<file path="src/rtl/axis_width_downsizer.sv">
// AXI-Stream width downsizer: splits each INPUT_WIDTH beat into up to OUTPUTS_PER_INPUT
// lanes of OUTPUT_WIDTH, one per cycle, with per-lane keep, tlast and stall support.
module axis_width_downsizer #(
  parameter int unsigned INPUT_WIDTH       = 128,
  parameter int unsigned OUTPUTS_PER_INPUT = 4,
  parameter bit          MSB_FIRST         = 1'b1
) (
  input  logic                                        clk,
  input  logic                                        rst_n,
  input  logic                                        s_axis_tvalid,
  input  logic [INPUT_WIDTH-1:0]                      s_axis_tdata,
  input  logic [OUTPUTS_PER_INPUT-1:0]                s_axis_tkeep,
  input  logic                                        s_axis_tlast,
  output logic                                        s_axis_tready,
  output logic                                        m_axis_tvalid,
  output logic [INPUT_WIDTH/OUTPUTS_PER_INPUT-1:0]    m_axis_tdata,
  output logic                                        m_axis_tlast,
  input  logic                                        m_axis_tready,
  output logic                                        null_beat
);

  localparam int unsigned OW = INPUT_WIDTH / OUTPUTS_PER_INPUT;
  localparam int unsigned BW = INPUT_WIDTH - OW;
  localparam int unsigned CW = $clog2(OUTPUTS_PER_INPUT);

  logic          r_m_valid;
  logic [OW-1:0] r_m_data;
  logic          r_m_last;
  logic          r_null;
  logic [CW-1:0] r_lanes_left;
  logic [BW-1:0] r_buf;
  logic          r_pkt_last;

  logic [INPUT_WIDTH-1:0] w_ordered;
  logic [CW:0]            w_n;
  logic                   w_run;
  logic                   w_s_ready;
  logic                   w_accept;
  logic                   w_handshake;

  // Lane i of the emission order is packed at w_ordered[i*OW +: OW], so lane 0 is always the LSB slice.
  always_comb begin
    w_ordered = '0;
    for (int unsigned i = 0; i < OUTPUTS_PER_INPUT; i++) begin
      if (MSB_FIRST)
        w_ordered[i*OW +: OW] = s_axis_tdata[INPUT_WIDTH-1-i*OW -: OW];
      else
        w_ordered[i*OW +: OW] = s_axis_tdata[i*OW +: OW];
    end
  end

  // Lane count is the length of the leading run of keep bits; anything after the first gap is ignored.
  always_comb begin
    w_n   = '0;
    w_run = 1'b1;
    for (int unsigned i = 0; i < OUTPUTS_PER_INPUT; i++) begin
      if (w_run && s_axis_tkeep[i])
        w_n = (CW+1)'(i + 1);
      else
        w_run = 1'b0;
    end
  end

  assign w_s_ready   = !r_m_valid || (m_axis_tready && (r_lanes_left == '0));
  assign w_accept    = s_axis_tvalid && w_s_ready;
  assign w_handshake = r_m_valid && m_axis_tready;

  always_ff @(posedge clk or negedge rst_n) begin
    if (!rst_n) begin
      r_m_valid    <= 1'b0;
      r_m_data     <= '0;
      r_m_last     <= 1'b0;
      r_null       <= 1'b0;
      r_lanes_left <= '0;
      r_buf        <= '0;
      r_pkt_last   <= 1'b0;
    end else begin
      r_null <= 1'b0;
      if (w_accept) begin
        // An accept while valid implies the current (final) lane is handing off this cycle.
        if (w_n == '0) begin
          r_null    <= 1'b1;
          r_m_valid <= 1'b0;
          r_m_last  <= 1'b0;
        end else begin
          r_m_valid    <= 1'b1;
          r_m_data     <= w_ordered[OW-1:0];
          r_buf        <= w_ordered[INPUT_WIDTH-1:OW];
          r_lanes_left <= CW'(w_n - (CW+1)'(1));
          r_m_last     <= s_axis_tlast && (w_n == (CW+1)'(1));
          r_pkt_last   <= s_axis_tlast;
        end
      end else if (w_handshake) begin
        if (r_lanes_left != '0) begin
          r_m_data     <= r_buf[OW-1:0];
          r_buf        <= r_buf >> OW;
          r_lanes_left <= r_lanes_left - CW'(1);
          r_m_last     <= r_pkt_last && (r_lanes_left == CW'(1));
        end else begin
          r_m_valid <= 1'b0;
          r_m_last  <= 1'b0;
        end
      end
    end
  end

  assign s_axis_tready = w_s_ready;
  assign m_axis_tvalid = r_m_valid;
  assign m_axis_tdata  = r_m_data;
  assign m_axis_tlast  = r_m_last;
  assign null_beat     = r_null;

endmodule
</file>
<file path="config.mk">
export PLATFORM = sky130hd
export DESIGN_NAME = axis_width_downsizer
export DESIGN_NICKNAME = d
export VERILOG_FILES = /design/src/rtl/axis_width_downsizer.sv
export SDC_FILE = /design/constraint.sdc
export NUM_CORES = 1
export LEC_CHECK = 0
export CORE_ASPECT_RATIO = 0.8
export CORE_MARGIN = 3
export CORE_UTILIZATION = 49
export CTS_BUF_LIST = sky130_fd_sc_hd__clkbuf_4 sky130_fd_sc_hd__clkbuf_8
export DETAILED_ROUTE_END_ITERATION = 16
export PLACE_DENSITY_LB_ADDON = 0.05
export SKIP_CTS_REPAIR_TIMING = 1
export SLEW_MARGIN = 15
export SYNTH_ARGS = -nofsm -noshare
export SYNTH_HDL_FRONTEND = slang
export SYNTH_SLANG_ARGS = --single-unit
</file>
<file path="constraint.sdc">
create_clock -name clk -period 1.92 [get_ports clk]
set_input_delay 0.48 -clock clk [delete_from_list [all_inputs] [get_ports clk]]
set_output_delay 0.48 -clock clk [all_outputs]
set_load 0.005 [all_outputs]
</file>
==> run_1/final_placement.png <==
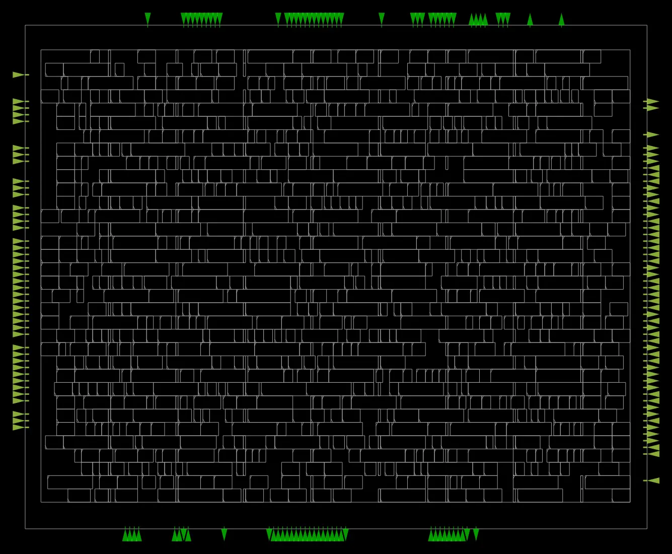
sequential cell count: 134
tap cell count: 144
number of inserted filler cells in the final layout: 730

==> run_1/metal_stack.png <==
The bar under the picture is 50 um long.
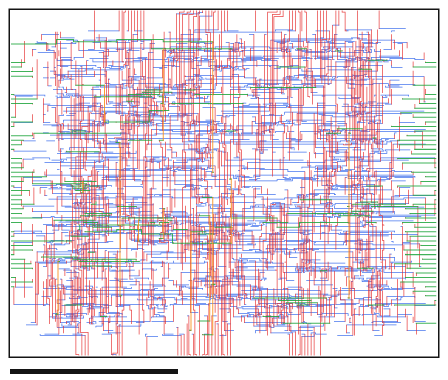
blue -> met1  # wire length 7,670 um
red -> met2  # wire length 8,230 um
green -> met3  # wire length 1,330 um
orange -> met4  # wire length 326 um

==> impl_metrics.xml, run 1 <==
<?xml version="1.0" encoding="UTF-8"?>
<metrics>
  <group name="sta">
    <metric name="finalHoldWorstSlack" unit="ns">0.510</metric>
    <metric name="final-max-slew-violation-count" unit="">0</metric>
    <metric name="layout_min_cycle_time" unit="ns">1.91</metric>
    <metric name="period_utilization" unit="%">99.3</metric>
    <metric name="tightest_slew" unit="ns">0.482</metric>
    <metric name="max-slew-margin-rel" unit="%">67.7</metric>
    <metric name="rsz0062_at_grt" unit="">true</metric>
    <metric name="final.setup_skew" unit="ns">0.0118</metric>
    <metric name="setup_total_negative_slack" unit="ns">0</metric>
    <metric name="setup_ws" unit="ns">0.0135</metric>
  </group>
  <group name="final_layout">
    <metric name="finalCoreUtilization" unit="%">78.7</metric>
    <metric name="final_nets" unit="">960</metric>
    <metric name="fraction_of_final_layout_cells_sized_beyond_drive_strength_1" unit="%">14.7</metric>
    <metric name="fin_cells" unit="">976</metric>
    <metric name="post-route-cell-area" unit="mm^2">0.00877</metric>
  </group>
  <group name="critical_path">
    <metric name="timing.rr.start" unit="">r_lanes_left[1]</metric>
    <metric name="critical_path_cell_count" unit="">10</metric>
    <metric name="worst-endpoint-arrival" unit="ns">2.25</metric>
    <metric name="timing.reg2reg.worst_path_depth" unit="">9</metric>
    <metric name="critical_path.endpoint_type" unit="">flip-flop</metric>
    <metric name="worst-setup-path-type" unit="">in2reg</metric>
    <metric name="critical_path.cell_chain" unit="">dlymetal6s2s_1 &gt; nor2b_1 &gt; o21ai_2 &gt; ha_2 &gt; inv_1 &gt; o211ai_4 &gt; buf_12 &gt; buf_4 &gt; nand3_1 &gt; o21ai_1</metric>
    <metric name="worstPathMaxFanout" unit="">12</metric>
    <metric name="critPathLaunch" unit="">s_axis_tkeep[2]</metric>
    <metric name="reg2reg_to" unit="">r_buf[70]</metric>
    <metric name="worstPathRequired" unit="ns">2.26</metric>
    <metric name="critPathLaunchType" unit="">input pin</metric>
    <metric name="setup.reg_to_reg.worst_slack" unit="ns">0.02</metric>
    <metric name="timing.critical_path.max_delay_family" unit="">AND-OR/OR-AND gates</metric>
  </group>
  <group name="floorplan">
    <metric name="die-area" unit="mm^2">0.0131</metric>
    <metric name="placeableCoreArea" unit="mm^2">0.0111</metric>
    <metric name="initial_core_util" unit="%">51.7</metric>
    <metric name="floorplan.die.width" unit="um">127</metric>
    <metric name="num_rows" unit="">34</metric>
    <metric name="io_pins" unit="">173</metric>
  </group>
  <group name="cts">
    <metric name="post_cts_clock_slew_at_the_launch_and_capture_registers_of_the_worst_setup_and_hold_paths" unit="ns">0.08</metric>
    <metric name="h-tree-depth" unit="">4</metric>
    <metric name="cts-root-to-sink-buffers" unit="">2</metric>
    <metric name="root_buffer" unit="">sky130_fd_sc_hd__clkbuf_8</metric>
    <metric name="cts_inserted_buffers" unit="">17</metric>
    <metric name="clock_latency" unit="ns">0.44</metric>
  </group>
  <group name="synthesis">
    <metric name="ys_area" unit="mm^2">0.00576</metric>
    <metric name="ff_type" unit="">sky130_fd_sc_hd__dfrtp_1</metric>
    <metric name="post_synth.cell_area_avg" unit="um^2">9.42</metric>
    <metric name="synth.top_cell.area_share" unit="%">58.2</metric>
    <metric name="post_synth_main_area_contributors" unit="">sky130_fd_sc_hd__dfrtp_1, sky130_fd_sc_hd__o22ai_1, sky130_fd_sc_hd__a21oi_1</metric>
    <metric name="synthDominantAreaCellType" unit="">sky130_fd_sc_hd__dfrtp_1</metric>
    <metric name="synth_sequential_area_ratio" unit="%">58.2</metric>
    <metric name="synth-edff-count" unit="">0</metric>
    <metric name="synth.top_cells.by_count" unit="">sky130_fd_sc_hd__dfrtp_1, sky130_fd_sc_hd__nor2_1, sky130_fd_sc_hd__a21oi_1, sky130_fd_sc_hd__o22ai_1, sky130_fd_sc_hd__inv_1</metric>
    <metric name="synth_area" unit="mm^2">0.00576</metric>
    <metric name="fp_nets" unit="">752</metric>
    <metric name="synthMostInstantiatedCell" unit="">sky130_fd_sc_hd__dfrtp_1</metric>
    <metric name="synth_flop_count" unit="">134</metric>
  </group>
  <group name="global_route">
    <metric name="initial_antenna_violation_count" unit="">0</metric>
    <metric name="first_global_vias" unit="">5106</metric>
    <metric name="grt_overflow" unit="">0</metric>
    <metric name="first_pass_grt_wire_length" unit="um">26100</metric>
    <metric name="grt_use_total" unit="%">25.6</metric>
  </group>
  <group name="hold_path">
    <metric name="hold_path.class" unit="">reg2reg</metric>
    <metric name="min-delay-start" unit="">r_buf[80]</metric>
    <metric name="whs_endpoint" unit="">r_buf[80]</metric>
  </group>
  <group name="place">
    <metric name="detailedPlace.worstSlack" unit="ns">-0.586</metric>
    <metric name="io_buffers" unit="">172</metric>
    <metric name="detailed_place_hpwl" unit="um">11900</metric>
    <metric name="gpl.final_weighted_congestion" unit="">0.877</metric>
    <metric name="dpl-instance-area" unit="mm^2">0.00800</metric>
  </group>
  <group name="power_and_ir_drop">
    <metric name="pwr_density_cell" unit="mW/mm^2">1480</metric>
    <metric name="total_power" unit="mW">13.0</metric>
    <metric name="p_leak" unit="nW">3.85</metric>
    <metric name="max-vdd-ir-drop" unit="V">0.000611</metric>
  </group>
  <group name="routing">
    <metric name="totalWireLength" unit="um">17600</metric>
    <metric name="routed-via-count" unit="">5523</metric>
    <metric name="drtAntennaViolNets" unit="">0</metric>
    <metric name="drt_iter0_markers" unit="">544</metric>
    <metric name="drt-vias-per-instance" unit="">5.66</metric>
  </group>
  <group name="flow_run">
    <metric name="tool_warnings" unit="">29</metric>
    <metric name="max_cap_viol_count" unit="">0</metric>
  </group>
  <group name="status">
    <metric name="status" unit="">completed</metric>
  </group>
</metrics>
==> run_1/gate_families.png <==
The bar under the picture is 50 um long.
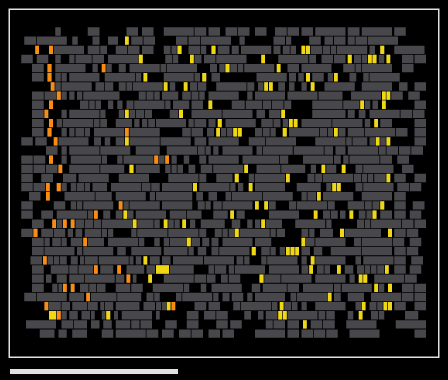
yellow -> NOR gates  # cells 101, most used nor2_1
orange -> inverters  # cells 37, most used inv_1, where a vertical strip on the left

==> run_1/cell_classes.png <==
The bar under the picture is 50 um long. Fill, decap, tap and diode cells in grey.
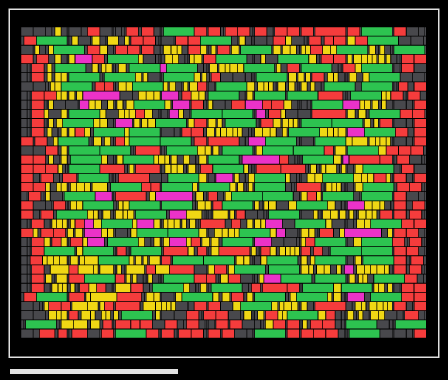
yellow -> all other logic  # cells 424
green -> flip-flops  # cells 134
red -> other buffers and delay cells  # cells 242
magenta -> clock drivers and dummy loads  # cells 32

==> run 1: layout by cell type (no fill, tap or decap), drive strengths merged, types with 2 or more instances in the layout <==
cell / n
clkdlybuf4s50: 166
dfrtp: 134
nor2: 100
a21oi: 97
o22ai: 96
buf: 63
inv: 37
nand3: 34
o21ai: 34
clkbuf: 31
nand2: 10
dlymetal6s2s: 5
bufinv: 4
ha: 4
nand2b: 2
clkinvlp: 2
clkinv: 2
o211ai: 2
==> run 1: area by class of cell <==
class | count | area, um^2 | area share, %
clock buffers | 24 | 305 | 3.48
clock inverters | 8 | 145 | 1.65
inverters | 37 | 139 | 1.58
multi-input cells | 387 | 2070 | 23.6
flip-flops and latches | 134 | 3350 | 38.2
well taps | 144 | 180 | 2.05
repair buffers | 242 | 2580 | 29.4
==> run 1: logic make-up after synthesis <==
group | Yosys count | synth area share, %
AOI/OAI and AO/OA | 232 | 22.8
and+or+nand+nor | 150 | 10.9
DFF | 134 | 58.2
buffers and inverters | 90 | 6.93
adders and majority gates | 4 | 0.869
muxes | 1 | 0.196
==> run 1: registers in the layout, indices dropped and copies added, names as in the netlist <==
register	count
m_axis_tdata	32
r_pkt_last	1
null_beat	1
m_axis_tvalid	1
r_lanes_left	2
m_axis_tlast	1
r_buf	96
==> run 1: routing by layer <==
metal	GRT usage, %	wire [um]
met5	0	0
met1	36.2	7670
met3	6.16	1330
met2	39.3	8230
met4	8.41	325
==> run 1: report_power, final <==
part	switching [mW]	internal, mW	leakage (nW)	total [mW]
logic	2.49	2.82	2.04	5.30
registers	0.860	4.15	1.58	5.01
clock network	1.06	1.57	0.227	2.63
==> run_1/met4.png <==
The bar under the picture is 50 um long.
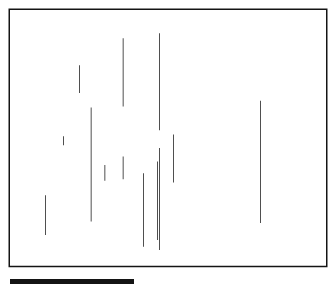

==> run 1 -> run 2 <==
==> constraint.sdc (replaced) <==
create_clock -name clk -period 2.05 [get_ports clk]
set_input_delay 0.5125 -clock clk [delete_from_list [all_inputs] [get_ports clk]]
set_output_delay 0.5125 -clock clk [all_outputs]
set_load 0.005 [all_outputs]
==> run_2/met4.png <==
The bar under the picture is 50 um long.
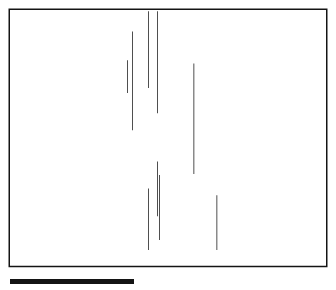
nets with wire on the layer = 8
longest straight run = 44.2 um

==> run_2/cell_classes.png <==
The bar under the picture is 50 um long. Fill, decap, tap and diode cells in grey.
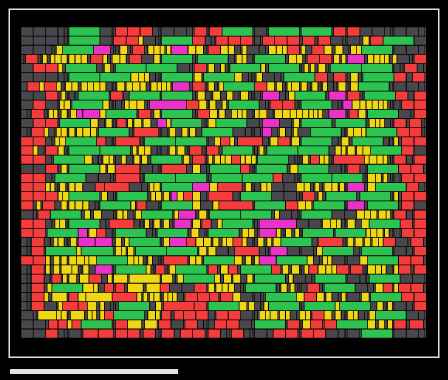
yellow -> all other logic  # cells 424
magenta -> clock drivers and dummy loads  # cells 29
red -> other buffers and delay cells  # cells 223
green -> flip-flops  # cells 134

==> run 2 against run 1 <==
Total power fell by 12%. Sequential power decreased by 6.8%. Non-clock buffer count down 19. Count of clock-buffer cells in the layout increased by 1. Area after synthesis did not move. Cell count fell by 2.3%. Combinational power decreased by 13%. Die size is the same. Critical endpoint is now r_buf[15].
==> impl_metrics.xml, run 2 <==
<?xml version="1.0" encoding="UTF-8"?>
<metrics>
  <group name="cts">
    <metric name="cts-root-to-sink-buffers" unit="">2</metric>
    <metric name="tritoncts_num_sinks" unit="">134</metric>
    <metric name="cts_inserted_buffers" unit="">17</metric>
    <metric name="h-tree-depth" unit="">4</metric>
    <metric name="root_buffer" unit="">sky130_fd_sc_hd__clkbuf_8</metric>
    <metric name="clock_latency" unit="ns">0.43</metric>
    <metric name="tritoncts_clock_tree" unit="">done</metric>
    <metric name="post_cts_clock_slew_at_the_launch_and_capture_registers_of_the_worst_setup_and_hold_paths" unit="ns">0.07</metric>
  </group>
  <group name="synthesis">
    <metric name="synthCells" unit="">611</metric>
    <metric name="synth_sequential_area_ratio" unit="%">58.2</metric>
    <metric name="yosys_warnings" unit="">0</metric>
    <metric name="synth.top_cell.area_share" unit="%">58.2</metric>
    <metric name="ys_area" unit="mm^2">0.00576</metric>
    <metric name="synth.top_cells.by_count" unit="">sky130_fd_sc_hd__dfrtp_1, sky130_fd_sc_hd__nor2_1, sky130_fd_sc_hd__a21oi_1, sky130_fd_sc_hd__o22ai_1, sky130_fd_sc_hd__inv_1</metric>
    <metric name="fp_nets" unit="">752</metric>
    <metric name="synth-edff-count" unit="">0</metric>
    <metric name="post_synth_main_area_contributors" unit="">sky130_fd_sc_hd__dfrtp_1, sky130_fd_sc_hd__o22ai_1, sky130_fd_sc_hd__a21oi_1</metric>
    <metric name="fraction_of_registers_with_async_set_or_reset_after_synthesis" unit="%">100</metric>
    <metric name="post_synth.cell_area_avg" unit="um^2">9.42</metric>
    <metric name="synthDominantAreaCellType" unit="">sky130_fd_sc_hd__dfrtp_1</metric>
    <metric name="ff_type" unit="">sky130_fd_sc_hd__dfrtp_1</metric>
    <metric name="synth_area" unit="mm^2">0.00576</metric>
    <metric name="synthMostInstantiatedCell" unit="">sky130_fd_sc_hd__dfrtp_1</metric>
    <metric name="synth_flop_count" unit="">134</metric>
    <metric name="synth_stat.cells" unit="">611</metric>
    <metric name="synthDistinctLibCells" unit="">27</metric>
  </group>
  <group name="place">
    <metric name="detailedPlace.worstSlack" unit="ns">-0.579</metric>
    <metric name="dp_cells" unit="">917</metric>
    <metric name="io_buffers" unit="">172</metric>
    <metric name="detailed_place_hpwl" unit="um">11500</metric>
    <metric name="gpl.final_weighted_congestion" unit="">0.856</metric>
    <metric name="dpl-instance-area" unit="mm^2">0.00792</metric>
  </group>
  <group name="routing">
    <metric name="totalWireLength" unit="um">15600</metric>
    <metric name="drt-vias-per-instance" unit="">5.50</metric>
    <metric name="detailroute.wirelength.met3" unit="um">1020</metric>
    <metric name="drtAntennaViolNets" unit="">0</metric>
    <metric name="dr_wl_met2" unit="um">6920</metric>
    <metric name="routed-via-count" unit="">5245</metric>
    <metric name="drcViolationCount" unit="">0</metric>
    <metric name="avgRoutedWirePerCell" unit="um">16.3</metric>
    <metric name="highest-signal-layer" unit="">met4</metric>
    <metric name="firstDrtPassIters" unit="">5</metric>
    <metric name="wirelength_met1" unit="um">7390</metric>
    <metric name="drt_iter0_markers" unit="">372</metric>
  </group>
  <group name="sta">
    <metric name="layout_min_cycle_time" unit="ns">2.00</metric>
    <metric name="final_hold_violation_count" unit="">0</metric>
    <metric name="final-max-slew-violation-count" unit="">0</metric>
    <metric name="max-slew-margin-rel" unit="%">58.1</metric>
    <metric name="rsz0062_at_grt" unit="">true</metric>
    <metric name="setup_viol_count_final" unit="">0</metric>
    <metric name="finalHoldWorstSlack" unit="ns">0.0663</metric>
    <metric name="setup_ws" unit="ns">0.0466</metric>
    <metric name="final.setup_skew" unit="ns">0.00679</metric>
    <metric name="fmax_achieved" unit="MHz">499</metric>
    <metric name="period_utilization" unit="%">97.7</metric>
    <metric name="tightest_slew" unit="ns">0.628</metric>
    <metric name="setup_total_negative_slack" unit="ns">0</metric>
  </group>
  <group name="final_layout">
    <metric name="final_nets" unit="">941</metric>
    <metric name="largest_register_ff_count" unit="">96</metric>
    <metric name="relative_area_change_from_synthesis_to_final_layout" unit="%">46.5</metric>
    <metric name="finalCoreUtilization" unit="%">75.7</metric>
    <metric name="fin_cells" unit="">954</metric>
    <metric name="post-route-cell-area" unit="mm^2">0.00844</metric>
    <metric name="mostFrequentLayoutCells" unit="">sky130_fd_sc_hd__clkdlybuf4s50_1, sky130_fd_sc_hd__dfrtp_1, sky130_fd_sc_hd__nor2_1</metric>
    <metric name="final_common_cell" unit="">sky130_fd_sc_hd__clkdlybuf4s50_1</metric>
    <metric name="regMostFlops" unit="">r_buf</metric>
    <metric name="antenna-diode-count" unit="">0</metric>
    <metric name="fraction_of_final_layout_cells_sized_beyond_drive_strength_1" unit="%">11.5</metric>
  </group>
  <group name="floorplan">
    <metric name="dieHeight" unit="um">103</metric>
    <metric name="io_pins" unit="">173</metric>
    <metric name="floorplan.die.width" unit="um">127</metric>
    <metric name="die-area" unit="mm^2">0.0131</metric>
    <metric name="placeableCoreArea" unit="mm^2">0.0111</metric>
    <metric name="initial_core_util" unit="%">51.7</metric>
    <metric name="num_rows" unit="">34</metric>
  </group>
  <group name="power_and_ir_drop">
    <metric name="p_leak" unit="nW">3.67</metric>
    <metric name="total_power" unit="mW">11.5</metric>
    <metric name="max-vdd-ir-drop" unit="V">0.000658</metric>
    <metric name="pwr_density_cell" unit="mW/mm^2">1360</metric>
  </group>
  <group name="flow_run">
    <metric name="tool_warnings" unit="">29</metric>
    <metric name="max_cap_viol_count" unit="">0</metric>
  </group>
  <group name="global_route">
    <metric name="pin_count_of_the_biggest_net_entering_global_routing" unit="">69</metric>
    <metric name="grt_use_total" unit="%">23.6</metric>
    <metric name="grt_overflow" unit="">0</metric>
    <metric name="first_global_vias" unit="">4799</metric>
    <metric name="first_pass_grt_wire_length" unit="um">24000</metric>
    <metric name="initial_antenna_violation_count" unit="">0</metric>
  </group>
  <group name="critical_path">
    <metric name="timing.critical_path.slowest_cell_delay" unit="ns">0.47</metric>
    <metric name="worst-setup-path-type" unit="">in2reg</metric>
    <metric name="critical_path.endpoint_type" unit="">flip-flop</metric>
    <metric name="setup.reg_to_reg.worst_slack" unit="ns">0.26</metric>
    <metric name="worstPathMaxFanout" unit="">36</metric>
    <metric name="worst-endpoint-arrival" unit="ns">2.35</metric>
    <metric name="critPathLaunchType" unit="">input pin</metric>
    <metric name="worstPathRequired" unit="ns">2.40</metric>
    <metric name="critical_path_buf_inv_count" unit="">5</metric>
    <metric name="timing.critical_path.max_delay_family" unit="">buffers and inverters</metric>
    <metric name="critical-path-slowest-cell" unit="">sky130_fd_sc_hd__clkdlybuf4s50_1</metric>
    <metric name="critical_path.cell_chain" unit="">clkdlybuf4s50_1 &gt; inv_1 &gt; o21ai_2 &gt; ha_2 &gt; inv_1 &gt; o211ai_4 &gt; buf_12 &gt; buf_12 &gt; o22ai_1 &gt; a21oi_1</metric>
  </group>
  <group name="hold_path">
    <metric name="hold_path.class" unit="">in2async</metric>
  </group>
  <group name="status">
    <metric name="status" unit="">completed</metric>
  </group>
</metrics>
## run 2: cell count changes in the layout (fill, tap and decap cells not counted), sizes merged
cell and change:
dlymetal6s2s -2, clkbuf -4, clkdlybuf4s50 +2, dlygate4sd3 -1
bufinv -2, buf -13, clkinvlp -2
## run 2: layout make-up
class | instances | area (um^2)
multi-input combinational | 387 | 2030
inverter | 37 | 139
clock buffer | 25 | 319
sequential | 134 | 3350
clock inverter | 4 | 70.1
fill | 774 | 2710
timing repair buffer | 223 | 2340
tap | 144 | 180
## run 2: worst paths after layout
| path | start | endpoint | cells after the start |
|---|---|---|---|
| min in group clk | r_buf[87] | r_buf[87] | 2 |
| max in group asynchronous | rst_n | r_buf[72] | 2 |
| hold / removal | rst_n | m_axis_tdata[1] | 1 |
| hold reg to reg | r_buf[87] | r_buf[87] | 2 |
| setup / recovery | s_axis_tkeep[1] | r_buf[15] | 10 |
| setup reg to reg | r_lanes_left[1] | r_buf[15] | 9 |
## run 2: routing by layer
layer	global-route usage (%)	vias to the layer above
li1	-	2562
met5	0	-
met3	5.70	22
met2	34.3	209
met1	35.0	2452
met4	8.16	0
## run 2: kinds of logic (layout without fill, tap and decap cells)
family          after synthesis  after routing  synth area share (%)
flops                       134            134                  58.2
mux                           1              1                 0.196
simple gates                150            150                  10.9
compound gates              232            232                  22.8
buf+inv                      90            289                  6.93
fa+ha+maj                     4              4                 0.869
## run 2: power by group
group / switching [mW] / internal [mW]
combinational: 2.15 / 2.47
clock: 0.926 / 1.24
sequential: 0.774 / 3.89
## run 2: worst register-to-register path, delay by kind of cell, from the launching register on
family / cells / cell delay (ns)
DFF: 1 / 0.37
buffers and inverters: 4 / 0.59
AOI/OAI and AO/OA: 4 / 0.58
adders and majority gates: 1 / 0.16
==> run 2 -> run 3 <==
--- a/config.mk
+++ b/config.mk
@@ -10,6 +10,7 @@
 export CORE_UTILIZATION = 49
 export CTS_BUF_LIST = sky130_fd_sc_hd__clkbuf_4 sky130_fd_sc_hd__clkbuf_8
 export DETAILED_ROUTE_END_ITERATION = 16
+export GPL_ROUTABILITY_DRIVEN = 0
 export PLACE_DENSITY_LB_ADDON = 0.05
 export SKIP_CTS_REPAIR_TIMING = 1
 export SLEW_MARGIN = 15
==> run_3/met4.png <==
The bar under the picture is 50 um long.
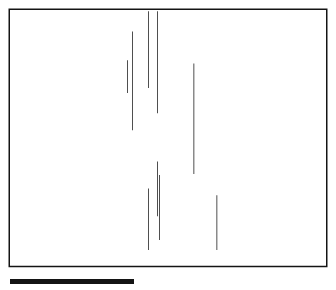
nets with wire on the layer = 8
longest straight run = 44.2 um
share of all routed wire = 1.7%
total number of vias: 5,245
post-detailed-routing wire length: 15,600 um

==> run 3 against run 2 <==
Register-to-register slack barely moved. Maximum frequency stayed put. Setup slack stayed put. Routed wire length unchanged. Combinational power about the same. Critical path type unchanged. Largest cell class unchanged. Largest power group unchanged.
==> impl_metrics.xml, run 3 <==
<?xml version="1.0" encoding="UTF-8"?>
<metrics>
  <group name="global_route">
    <metric name="grt_overflow" unit="">0</metric>
    <metric name="grt_use_total" unit="%">23.6</metric>
    <metric name="initial_antenna_violation_count" unit="">0</metric>
    <metric name="pin_count_of_the_biggest_net_entering_global_routing" unit="">69</metric>
    <metric name="first_pass_grt_wire_length" unit="um">24000</metric>
    <metric name="first_global_vias" unit="">4799</metric>
  </group>
  <group name="critical_path">
    <metric name="worstPathMaxFanout" unit="">36</metric>
    <metric name="critPathLaunchType" unit="">input pin</metric>
    <metric name="critical_path.cell_chain" unit="">clkdlybuf4s50_1 &gt; inv_1 &gt; o21ai_2 &gt; ha_2 &gt; inv_1 &gt; o211ai_4 &gt; buf_12 &gt; buf_12 &gt; o22ai_1 &gt; a21oi_1</metric>
    <metric name="setup.reg_to_reg.worst_slack" unit="ns">0.26</metric>
    <metric name="worst-endpoint-arrival" unit="ns">2.35</metric>
    <metric name="worstPathRequired" unit="ns">2.40</metric>
    <metric name="critical_path.endpoint_type" unit="">flip-flop</metric>
    <metric name="worst-setup-path-type" unit="">in2reg</metric>
    <metric name="critical-path-slowest-cell" unit="">sky130_fd_sc_hd__clkdlybuf4s50_1</metric>
    <metric name="timing.critical_path.slowest_cell_delay" unit="ns">0.47</metric>
  </group>
  <group name="final_layout">
    <metric name="final-seq-area" unit="mm^2">0.00335</metric>
    <metric name="antenna-diode-count" unit="">0</metric>
    <metric name="largest_register_ff_count" unit="">96</metric>
    <metric name="final_nets" unit="">941</metric>
    <metric name="final_common_cell" unit="">sky130_fd_sc_hd__clkdlybuf4s50_1</metric>
    <metric name="mostFrequentLayoutCells" unit="">sky130_fd_sc_hd__clkdlybuf4s50_1, sky130_fd_sc_hd__dfrtp_1, sky130_fd_sc_hd__nor2_1</metric>
    <metric name="finalCoreUtilization" unit="%">75.7</metric>
    <metric name="fill_cells" unit="">774</metric>
    <metric name="relative_area_change_from_synthesis_to_final_layout" unit="%">46.5</metric>
  </group>
  <group name="floorplan">
    <metric name="floorplan.die.width" unit="um">127</metric>
    <metric name="io_pins" unit="">173</metric>
    <metric name="num_rows" unit="">34</metric>
    <metric name="die-area" unit="mm^2">0.0131</metric>
  </group>
  <group name="cts">
    <metric name="root_buffer" unit="">sky130_fd_sc_hd__clkbuf_8</metric>
    <metric name="tritoncts_clock_tree" unit="">done</metric>
    <metric name="post_cts_clock_slew_at_the_launch_and_capture_registers_of_the_worst_setup_and_hold_paths" unit="ns">0.07</metric>
    <metric name="cts_inserted_buffers" unit="">17</metric>
    <metric name="h-tree-depth" unit="">4</metric>
    <metric name="tritoncts_num_sinks" unit="">134</metric>
  </group>
  <group name="routing">
    <metric name="drcViolationCount" unit="">0</metric>
    <metric name="drt-vias-per-instance" unit="">5.50</metric>
    <metric name="firstDrtPassIters" unit="">5</metric>
    <metric name="drt_iter0_markers" unit="">372</metric>
  </group>
  <group name="synthesis">
    <metric name="yosys_warnings" unit="">0</metric>
    <metric name="compound_area_share" unit="%">22.8</metric>
    <metric name="synthDominantAreaCellType" unit="">sky130_fd_sc_hd__dfrtp_1</metric>
    <metric name="mux_share" unit="%">0.196</metric>
    <metric name="synth_stat.cells" unit="">611</metric>
    <metric name="post_synth_main_area_contributors" unit="">sky130_fd_sc_hd__dfrtp_1, sky130_fd_sc_hd__o22ai_1, sky130_fd_sc_hd__a21oi_1</metric>
    <metric name="synthMostInstantiatedCell" unit="">sky130_fd_sc_hd__dfrtp_1</metric>
    <metric name="synth.logic.top_family" unit="">AND-OR/OR-AND gates</metric>
    <metric name="fraction_of_registers_with_async_set_or_reset_after_synthesis" unit="%">100</metric>
    <metric name="ff_type" unit="">sky130_fd_sc_hd__dfrtp_1</metric>
    <metric name="post_synth.cell_area_avg" unit="um^2">9.42</metric>
    <metric name="ys_area" unit="mm^2">0.00576</metric>
    <metric name="share_of_synthesized_cell_area_in_full_adder_half_adder_and_majority_cells" unit="%">0.869</metric>
    <metric name="synthCells" unit="">611</metric>
    <metric name="synth.top_cell.area_share" unit="%">58.2</metric>
    <metric name="synth_area" unit="mm^2">0.00576</metric>
    <metric name="synth_flop_count" unit="">134</metric>
    <metric name="synthDistinctLibCells" unit="">27</metric>
    <metric name="synth.top_cells.by_count" unit="">sky130_fd_sc_hd__dfrtp_1, sky130_fd_sc_hd__nor2_1, sky130_fd_sc_hd__a21oi_1, sky130_fd_sc_hd__o22ai_1, sky130_fd_sc_hd__inv_1</metric>
    <metric name="synth.cellmix.simpleShare" unit="%">10.9</metric>
    <metric name="xor_share" unit="%">0</metric>
  </group>
  <group name="sta">
    <metric name="max-slew-margin-rel" unit="%">58.1</metric>
    <metric name="final-max-slew-violation-count" unit="">0</metric>
    <metric name="rsz0062_at_grt" unit="">true</metric>
    <metric name="tightest_slew" unit="ns">0.628</metric>
    <metric name="final_hold_violation_count" unit="">0</metric>
    <metric name="fmax_achieved" unit="MHz">499</metric>
    <metric name="setup_ws" unit="ns">0.0466</metric>
    <metric name="layout_min_cycle_time" unit="ns">2.00</metric>
  </group>
  <group name="power_and_ir_drop">
    <metric name="max-vdd-ir-drop" unit="V">0.000658</metric>
    <metric name="total_power" unit="mW">11.5</metric>
    <metric name="pwr_density_cell" unit="mW/mm^2">1360</metric>
  </group>
  <group name="place">
    <metric name="detailed_place_hpwl" unit="um">11500</metric>
    <metric name="io_buffers" unit="">172</metric>
    <metric name="detailedPlace.worstSlack" unit="ns">-0.579</metric>
  </group>
  <group name="status">
    <metric name="status" unit="">completed</metric>
  </group>
  <group name="flow_run">
    <metric name="max_cap_viol_count" unit="">0</metric>
    <metric name="tool_warnings" unit="">29</metric>
  </group>
  <group name="hold_path">
    <metric name="hold_path.class" unit="">in2async</metric>
  </group>
</metrics>
==> run_3/metal_stack.png <==
The bar under the picture is 50 um long.
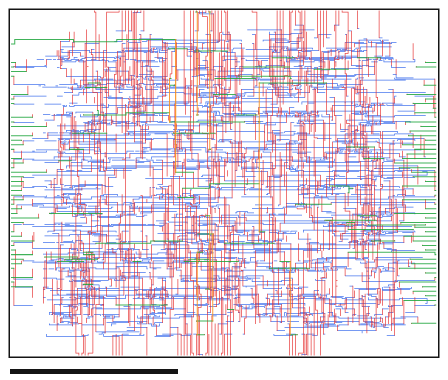
orange -> met4  # wire length 262 um
red -> met2  # wire length 6,920 um
green -> met3  # wire length 1,020 um
blue -> met1  # wire length 7,390 um

run 3: cell counts in the layout (fill, tap and decap cells not counted):
Identical to the previous run, type by type.
run 3: final timing paths:
| kind | end | start | cells after the start |
|---|---|---|---|
| setup / recovery | r_buf[15] | s_axis_tkeep[1] | 10 |
| hold / removal | m_axis_tdata[1] | rst_n | 1 |
| setup reg to reg | r_buf[15] | r_lanes_left[1] | 9 |
| hold reg to reg | r_buf[87] | r_buf[87] | 2 |
| max in group asynchronous | r_buf[72] | rst_n | 2 |
| min in group clk | r_buf[87] | r_buf[87] | 2 |
run 3: report_power, final:
part | internal [mW] | leakage, nW | total [mW] | switching (mW)
Combinational | 2.47 | 1.89 | 4.62 | 2.15
Sequential | 3.89 | 1.58 | 4.67 | 0.774
Clock | 1.24 | 0.205 | 2.17 | 0.926
run 3: metal layers:
metal  GRT usage (%)  wire length, um  share of wire (%)  up-vias
li1                -                -                  -     2562
met1            35.0             7390                 47     2452
met2            34.3             6920                 44      209
met3            5.70             1020                6.5       22
met4            8.16              261                1.7        0
met5               0                0                  0        -
run 3: stage by stage:
step	TNS, ns	instances	hold WS [ns]	cell area, um^2
after floorplan	0	611	0.217	5760
after global placement	-50.06	917	0.484	7920
after detailed placement	-66.41	917	0.492	7920
after CTS	-8.16	946	0.0854	8310
after global routing	-0.0937	954	0.102	8440
final	0	954	0.0663	8440
run 3: layout make-up:
type	count	share of cell area, %
Sequential cell	134	39.8
Timing Repair Buffer	223	27.8
Multi-Input combinational cell	387	24.1
Clock buffer	25	3.78
Tap cell	144	2.14
Inverter	37	1.65
Clock inverter	4	0.830
run 3: worst max-delay path: cells and delay by family:
family	cells	cell delay, ns
fa+ha+maj	1	0.22
compound gates	4	0.65
buf+inv	5	0.96
Power and IR drop assume default switching activity.
